Sizing map:
The bar under the picture is 50 microns long.
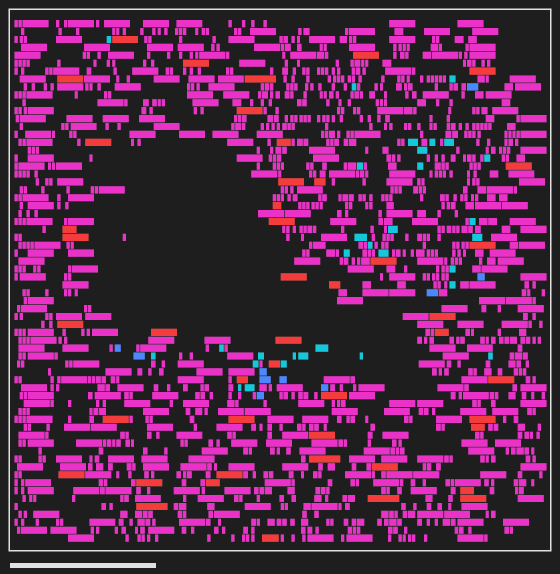
Signal wires on met2:
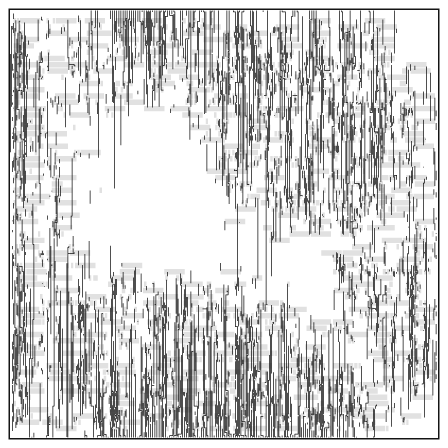
Clock wiring as the flow saved it:
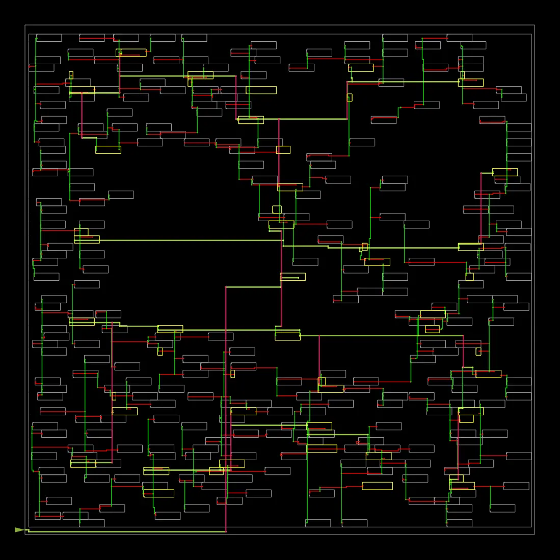
**src/rtl/hicore_pkg.sv**
```systemverilog
// ---------------------------------------------------------------------------
// hicore_pkg
// Types and constants shared by the commit controller and its sub-modules.
// - Default data, PC and index widths.
// - Bit positions of the fields in the writeback info word.
// - Encoding of the commit FSM states.
// - Retire classification, with a helper function that applies the
//   priority order used to classify a retiring entry.
// ---------------------------------------------------------------------------
package hicore_pkg;

  // Default widths
  localparam int DEF_REG_SIZE     = 32;
  localparam int DEF_PC_SIZE      = 32;
  localparam int DEF_RFIDX_WIDTH  = 5;
  localparam int DEF_CSRIDX_WIDTH = 12;
  localparam int DEF_WB_SIZE      = 8;

  // Writeback info field positions. Bit 7 is reserved.
  localparam int EXC_BIT   = 0;
  localparam int REDIR_BIT = 1;
  localparam int CAUSE_LSB = 2;
  localparam int CAUSE_W   = 5;

  // Commit FSM states
  typedef enum logic [1:0] {
    ST_RUN        = 2'd0,
    ST_FLUSH      = 2'd1,
    ST_FENCE_WAIT = 2'd2
  } commit_state_e;

  // Kind of the entry that is retiring this cycle
  typedef enum logic [2:0] {
    RC_NORMAL   = 3'd0,
    RC_REDIRECT = 3'd1,
    RC_FENCE_I  = 3'd2,
    RC_MRET     = 3'd3,
    RC_EXC      = 3'd4
  } retire_class_e;

  // Priority: exception > mret > fence_i > redirect > normal.
  function automatic retire_class_e classify(input logic exc,
                                             input logic mret,
                                             input logic fence_i,
                                             input logic redir);
    if (exc)          return RC_EXC;
    else if (mret)    return RC_MRET;
    else if (fence_i) return RC_FENCE_I;
    else if (redir)   return RC_REDIRECT;
    else              return RC_NORMAL;
  endfunction

endpackage

```
**src/rtl/hicore_minstret_cnt.sv**
```systemverilog
// ---------------------------------------------------------------------------
// hicore_minstret_cnt
// Retired-instruction counter. It wraps from all-ones to zero.
// Ports:
//   clk      - clock
//   rst      - asynchronous active-high reset; clears the count
//   inc_en_i - add one at the next rising clock edge
//   count_o  - current count
// ---------------------------------------------------------------------------
module hicore_minstret_cnt #(
  parameter int WIDTH = 64
) (
  input  logic             clk,
  input  logic             rst,
  input  logic             inc_en_i,
  output logic [WIDTH-1:0] count_o
);

  logic [WIDTH-1:0] count_q;
  logic [WIDTH-1:0] count_d;

  // NOTE: set a default value first in every always_comb; otherwise a path
  // that does not assign the variable infers a latch.
  always_comb begin
    count_d = count_q;
    if (inc_en_i) begin
      count_d = count_q + WIDTH'(1);
    end
  end

  // NOTE: sequential state uses non-blocking assignments, so every flop
  // samples the values from before the clock edge.
  always_ff @(posedge clk or posedge rst) begin
    if (rst) begin
      count_q <= '0;
    end else begin
      count_q <= count_d;
    end
  end

  assign count_o = count_q;

endmodule

```
**src/rtl/hicore_commit_ctrl.sv**
```systemverilog
// ---------------------------------------------------------------------------
// hicore_commit_ctrl
// In-order retirement sequencer. It sits between the ROB head and the
// architectural state.
//   - Retires the head entry whenever the FSM is in RUN and the entry is
//     written back.
//   - Drives the registered RF and CSR write ports.
//   - Turns exceptions, mret, fence.i and mispredicts into a one-cycle flush
//     plus a fetch redirect.
//   - Counts retired instructions in minstret.
// Ports:
//   clk, rst                - clock, asynchronous active-high reset
//   commit_ready/valid      - ROB head handshake; the head pops on valid&ready
//   commit_rd_* / csr_*     - destination register and CSR of the head entry
//   commit_fence_i_op, commit_mret_op, commit_next_pc, commit_info
//                           - classification inputs for the head entry
//   rf_* / csr_*            - write ports, one-cycle pulses
//   trap_*, mret_req        - trap entry and trap return requests to CSR unit
//   csr_mtvec, csr_mepc     - trap vector and return PC
//   icache_inv_req/done     - instruction-cache invalidate handshake
//   flush, redirect_*       - pipeline flush and fetch redirect
//   minstret                - 64-bit retired-instruction counter
// ---------------------------------------------------------------------------
module hicore_commit_ctrl
  import hicore_pkg::*;
#(
  parameter int REG_SIZE     = DEF_REG_SIZE,
  parameter int PC_SIZE      = DEF_PC_SIZE,
  parameter int RFIDX_WIDTH  = DEF_RFIDX_WIDTH,
  parameter int CSRIDX_WIDTH = DEF_CSRIDX_WIDTH,
  parameter int WB_SIZE      = DEF_WB_SIZE
) (
  input  logic                    clk,
  input  logic                    rst,
  input  logic                    commit_ready,
  output logic                    commit_valid,
  input  logic                    commit_rd_need,
  input  logic [RFIDX_WIDTH-1:0]  commit_rd_idx,
  input  logic [REG_SIZE-1:0]     commit_rd_data,
  input  logic                    commit_csr_need,
  input  logic [CSRIDX_WIDTH-1:0] commit_csr_idx,
  input  logic [REG_SIZE-1:0]     commit_csr_data,
  input  logic                    commit_fence_i_op,
  input  logic                    commit_mret_op,
  input  logic [PC_SIZE-1:0]      commit_next_pc,
  input  logic [WB_SIZE-1:0]      commit_info,
  output logic                    rf_wen,
  output logic [RFIDX_WIDTH-1:0]  rf_widx,
  output logic [REG_SIZE-1:0]     rf_wdata,
  output logic                    csr_wen,
  output logic [CSRIDX_WIDTH-1:0] csr_widx,
  output logic [REG_SIZE-1:0]     csr_wdata,
  output logic                    trap_req,
  output logic [4:0]              trap_cause,
  output logic [PC_SIZE-1:0]      trap_epc,
  output logic                    mret_req,
  input  logic [PC_SIZE-1:0]      csr_mtvec,
  input  logic [PC_SIZE-1:0]      csr_mepc,
  output logic                    icache_inv_req,
  input  logic                    icache_inv_done,
  output logic                    flush,
  output logic                    redirect_valid,
  output logic [PC_SIZE-1:0]      redirect_pc,
  output logic [63:0]             minstret
);

  commit_state_e             state_q;
  logic                      rf_wen_q;
  logic [RFIDX_WIDTH-1:0]    rf_widx_q;
  logic [REG_SIZE-1:0]       rf_wdata_q;
  logic                      csr_wen_q;
  logic [CSRIDX_WIDTH-1:0]   csr_widx_q;
  logic [REG_SIZE-1:0]       csr_wdata_q;
  logic                      trap_req_q;
  logic [4:0]                trap_cause_q;
  logic [PC_SIZE-1:0]        trap_epc_q;
  logic                      mret_req_q;
  logic                      inv_req_q;
  logic                      flush_q;
  logic                      redirect_valid_q;
  logic [PC_SIZE-1:0]        redirect_pc_q;
  logic [PC_SIZE-1:0]        fence_pc_q;  // next_pc of the fence.i, used after invalidate

  logic          retire;
  retire_class_e rclass;
  logic          rd_wen;
  logic          unused_info;

  // Only RUN accepts the head entry. commit_ready has no effect in the other
  // states.
  assign commit_valid = (state_q == ST_RUN) & commit_ready;
  assign retire       = commit_valid & commit_ready;
  assign rclass       = classify(commit_info[EXC_BIT], commit_mret_op,
                                 commit_fence_i_op, commit_info[REDIR_BIT]);
  assign rd_wen       = commit_rd_need & (commit_rd_idx != '0);  // x0 is never written
  assign unused_info  = ^commit_info;

  always_ff @(posedge clk or posedge rst) begin
    if (rst) begin
      state_q          <= ST_RUN;
      rf_wen_q         <= 1'b0;
      rf_widx_q        <= '0;
      rf_wdata_q       <= '0;
      csr_wen_q        <= 1'b0;
      csr_widx_q       <= '0;
      csr_wdata_q      <= '0;
      trap_req_q       <= 1'b0;
      trap_cause_q     <= '0;
      trap_epc_q       <= '0;
      mret_req_q       <= 1'b0;
      inv_req_q        <= 1'b0;
      flush_q          <= 1'b0;
      redirect_valid_q <= 1'b0;
      redirect_pc_q    <= '0;
      fence_pc_q       <= '0;
    end else begin
      // Pulse outputs default low, so each one stays high for one cycle only.
      rf_wen_q         <= 1'b0;
      csr_wen_q        <= 1'b0;
      trap_req_q       <= 1'b0;
      mret_req_q       <= 1'b0;
      flush_q          <= 1'b0;
      redirect_valid_q <= 1'b0;

      unique case (state_q)
        ST_RUN: begin
          if (retire) begin
            rf_widx_q   <= commit_rd_idx;
            rf_wdata_q  <= commit_rd_data;
            csr_widx_q  <= commit_csr_idx;
            csr_wdata_q <= commit_csr_data;
            if (rclass == RC_EXC) begin
              // A faulting entry writes no architectural state.
              trap_req_q       <= 1'b1;
              trap_cause_q     <= commit_info[CAUSE_LSB +: CAUSE_W];
              trap_epc_q       <= commit_next_pc;
              flush_q          <= 1'b1;
              redirect_valid_q <= 1'b1;
              redirect_pc_q    <= csr_mtvec;
              state_q          <= ST_FLUSH;
            end else begin
              rf_wen_q  <= rd_wen;
              csr_wen_q <= commit_csr_need;
              unique case (rclass)
                RC_MRET: begin
                  mret_req_q       <= 1'b1;
                  flush_q          <= 1'b1;
                  redirect_valid_q <= 1'b1;
                  redirect_pc_q    <= csr_mepc;
                  state_q          <= ST_FLUSH;
                end
                RC_FENCE_I: begin
                  inv_req_q  <= 1'b1;
                  fence_pc_q <= commit_next_pc;
                  state_q    <= ST_FENCE_WAIT;
                end
                RC_REDIRECT: begin
                  flush_q          <= 1'b1;
                  redirect_valid_q <= 1'b1;
                  redirect_pc_q    <= commit_next_pc;
                  state_q          <= ST_FLUSH;
                end
                default: ;
              endcase
            end
          end
        end
        ST_FENCE_WAIT: begin
          if (icache_inv_done) begin
            inv_req_q        <= 1'b0;
            flush_q          <= 1'b1;
            redirect_valid_q <= 1'b1;
            redirect_pc_q    <= fence_pc_q;
            state_q          <= ST_FLUSH;
          end
        end
        ST_FLUSH: state_q <= ST_RUN;
        default:  state_q <= ST_RUN;
      endcase
    end
  end

  hicore_minstret_cnt #(.WIDTH(64)) u_minstret (
    .clk      (clk),
    .rst      (rst),
    .inc_en_i (retire & (rclass != RC_EXC)),
    .count_o  (minstret)
  );

  assign rf_wen         = rf_wen_q;
  assign rf_widx        = rf_widx_q;
  assign rf_wdata       = rf_wdata_q;
  assign csr_wen        = csr_wen_q;
  assign csr_widx       = csr_widx_q;
  assign csr_wdata      = csr_wdata_q;
  assign trap_req       = trap_req_q;
  assign trap_cause     = trap_cause_q;
  assign trap_epc       = trap_epc_q;
  assign mret_req       = mret_req_q;
  assign icache_inv_req = inv_req_q;
  assign flush          = flush_q;
  assign redirect_valid = redirect_valid_q;
  assign redirect_pc    = redirect_pc_q;

endmodule

```
**config.mk**
```make
export PLATFORM = sky130hd
export DESIGN_NAME = hicore_commit_ctrl
export DESIGN_NICKNAME = d
export VERILOG_FILES = /design/src/rtl/hicore_pkg.sv /design/src/rtl/hicore_minstret_cnt.sv /design/src/rtl/hicore_commit_ctrl.sv
export SDC_FILE = /design/constraint.sdc
export NUM_CORES = 1
export LEC_CHECK = 0
export ABC_AREA = 1
export CAP_MARGIN = 20
export CORE_UTILIZATION = 35
export DETAILED_ROUTE_END_ITERATION = 12
export DONT_BUFFER_PORTS = 1
export PLACE_DENSITY = 0.48
export SETUP_SLACK_MARGIN = 0.15
export SLEW_MARGIN = 40
export SYNTH_ARGS = -nofsm -noshare
export SYNTH_HDL_FRONTEND = slang
export SYNTH_SLANG_ARGS = --single-unit
```
**constraint.sdc**
```tcl
create_clock -name clk -period 14.05 [get_ports clk]
set_input_delay 4.215 -clock clk [delete_from_list [all_inputs] [get_ports clk]]
set_output_delay 4.215 -clock clk [all_outputs]
set_load 0.05 [all_outputs]
```
==> results.sh <==
# flow metrics
export IMPL_r2r_cells=7
export IMPL_cp_max_fo=87
export IMPL_reg2reg_from="state_q[0]$_DFFE_PP0P_"
export IMPL_wl_per_cell_microns=18.86
export IMPL_tns_ps=0
export IMPL_switching_share=0.4019
export IMPL_worstReg2RegEnd="u_minstret.count_o[46]$_DFFE_PP0P_"
export IMPL_fin_util=0.4014
export IMPL_rsz0062_at_grt="no"
export IMPL_clkPwrFrac=0.336
export IMPL_cts_hold_buf=0
export IMPL_holdCritStartpoint="fence_pc_q[21]$_DFFE_PP0P_"
export IMPL_port_buffers=0
export IMPL_synthTopCellsByArea="dfrtp_1 (54%), nand2_1 (17%), o21ai_0 (5.2%)"
export IMPL_top_cell="nand2_1"
export IMPL_n_tap_cell=442
export IMPL_ys_warn_count=0
export IMPL_dr_max_layer_used="met4"
export IMPL_grt_remaining_overflow=0
export IMPL_postCtsSetupRepairBufs=0
export IMPL_dominant_cell_class="sequential cells"
export IMPL_ys_cells=1473
export IMPL_via_per_inst=4.939
export IMPL_synthTopLogicFamily="simple AND/OR/NAND/NOR gates"
export IMPL_coreArea_sq_um=32870
export IMPL_cts_max_path_buffers=3
export IMPL_fillers=3494
export IMPL_dr_pass1_iters=7
export IMPL_grt_use_total=0.2064
export IMPL_crit_path_end="commit_valid"
export IMPL_syn_area_sq_um=11790
export IMPL_irDropWorstVdd_mv=0.09035
export IMPL_n_all_inverters=113
export IMPL_logic_area_sq_um=4777
export IMPL_num_nets_final=1646
export IMPL_post_place_ws_ps=4569
export IMPL_syn_inst=1473
export IMPL_cts_resized=0
export IMPL_grt_max_degree=126
export IMPL_fin_cells=1916
export IMPL_holdPathStages=2
export IMPL_syn_nets=1667
export IMPL_mux_area_frac=0
export IMPL_wl_met1_microns=15530
export IMPL_crit_arrival_ps=5240
export IMPL_dr_first_iter_drc_count=596
export IMPL_num_rows=66
export IMPL_grt_pass1_wl_microns=54940
export IMPL_worstSetupEndpointType="primary output"
export IMPL_period_used=0.6726
export IMPL_min_path_type="reg -> reg"
export IMPL_edf_count=0
export IMPL_nonClockBufferCount=7
export IMPL_grt_pass1_vias=9314
export IMPL_synth_seq_share=0.5390
export IMPL_internal_power_uw=1413
export IMPL_drc=0
export IMPL_yosys_register_bits=254
export IMPL_simple_gate_area_frac=0.2659
export IMPL_pwr_share_seq=0.572
export IMPL_synth_chip_area_sq_um=11790
export IMPL_cts_htree_levels=1
export IMPL_buffer_area_frac=0.005121
export IMPL_p_comb_frac=0.092
export IMPL_p_clk_uw=794
export IMPL_netlist_cell_type_count=32
export IMPL_p_seq_uw=1350
export IMPL_largest_reg_flops=64
export IMPL_placed_cells=1863
export IMPL_start_kind="input port"
export IMPL_xor_area_frac=0.02897
export IMPL_grt_use_met1=0.2645
export IMPL_ff2ff_setup_slack_ps=11480
export IMPL_max_stage_delay_ps=510
export IMPL_cts_tree="yes"
export IMPL_ys_sh_aoi=0.1081
export IMPL_ys_flop_type="dfrtp_1"
export IMPL_tool_warnings=29
export IMPL_async_reset_ff_frac=1.000
export IMPL_grtUsageMet3=0.06241
export IMPL_hold_ws_ps=485.2
export IMPL_syn_avg_cell_area_sq_um=8.006
export IMPL_seq_area_sq_um=6356
export IMPL_fp_dieW_microns=185.6
export IMPL_top_area_cell="dfrtp_1"
export IMPL_worst_ep_required_time_ps=9840
export IMPL_boundaryPins=415
export IMPL_ant_nets=0
export IMPL_synthAdderAreaFrac=0.001061
export IMPL_sh_seq_area=0.4818
export IMPL_critPathSlowestCell="buf_6"
export IMPL_route_met3_wl_microns=3022
export IMPL_grt_busiest_layer="met2"
export IMPL_maxCapViolCount=0
export IMPL_setup_viol=0
export IMPL_min_period_ps=9450
export IMPL_critPathKind="in -> out"
export IMPL_power_leakage_uw=0.006404
export IMPL_synth_top_cell_area_share=0.5390
export IMPL_comb_share=0.3621
export IMPL_place_area_sq_um=12190
export IMPL_synthToLayoutAreaGrowth_pct=11.87
export IMPL_antenna_found_initial=1
export IMPL_gp_congestion=0.8423
export IMPL_clock_cell_area_share=0.07549
export IMPL_slew_headroom=0.4240
export IMPL_wl_met2_microns=16860
export IMPL_pg_comb_uw=216
export IMPL_tightest_slew_ps=864.5
export IMPL_status="finished, final reports clean"
export IMPL_total_power_uw=2362
export IMPL_top_power_group="sequential cells"
export IMPL_crit_chain="nand2_2 -> buf_6 -> inv_2 -> buf_6"
export IMPL_path_clk_slew_ps=60
export IMPL_layout_drive_gt1_share=0.05838
export IMPL_n_antenna_cell=1
export IMPL_max_freq_mhz=105.8
export IMPL_crit_start="commit_ready"
export IMPL_die_area_sq_um=34430
export IMPL_comb_cells=1047
export IMPL_power_switching_uw=949.4
export IMPL_path_common_cell="buf_6"
export IMPL_core_util_floorplan=0.3588
export IMPL_post_dp_hpwl_microns=25830
export IMPL_dieHeight_microns=185.6
export IMPL_slew_viol_final=0
export IMPL_clockRootBuffer="clkbuf_16"
export IMPL_hold_violations=0
export IMPL_cts_buffers=29
export IMPL_whs_endpoint="fence_pc_q[21]$_DFFE_PP0P_"
export IMPL_yosys_top_cells_count="nand2_1 (538), dfrtp_1 (254), nor2_1 (135)"
export IMPL_power_density_nw_per_um2=179.0
Notes on 'sizing map' above:
drive 3 to 4: drawn in blue, cells 10, share 0.68%. drive 6 and up: drawn in red, cells 45, share 3.1%. drive 2: drawn in cyan, cells 31, share 2.1%. drive 1 or less: drawn in magenta, cells 1387, share 94%.
Final WS setup: 4600 ps
Final Instance Area: 13190 sq um

Notes on 'signal wires on met2' above:
The wires run mostly vertical. The layer carries 16900 microns of wire. The longest straight run is 82.3 microns. The layer holds 47% of the routed length. 1213 nets have wire on it.
WL final: 36140 microns
global routing usage on met2: 0.3383
via count: 9463

Notes on 'clock wiring as the flow saved it' above:
Late-Pin Clk Latency: 550 ps
clock buffer count: 40
clk sinks: 254
flop count: 254
Worst Skew: 13.43 ps

[critical path, delay by kind of cell]
family | cells | cell delay (ps)
buffers and inverters | 3 | 930
and+or+nand+nor | 1 | 40
[cell usage in the layout (no fill, tap or decap), types with 4 or more instances in the layout]
cell type  synthesis  layout
nand2_1          538     537
dfrtp_1          254     254
nor2_1           135     135
o21ai_0          122     122
inv_1            109     107
a21oi_1           64      64
nand3_1           39      38
o21bai_1          32      32
clkbuf_16          0      29
xor2_1            22      22
nand4_1           21      21
xnor2_1           17      17
o21ai_1           15      15
nor2_2            10      10
nor3_1             7       7
clkinv_2           1       6
clkbuf_8           0       6
nor3_2             5       5
nand3b_1           5       5
clkbuf_1          41       5
bufinv_16          0       4
buf_6              0       4
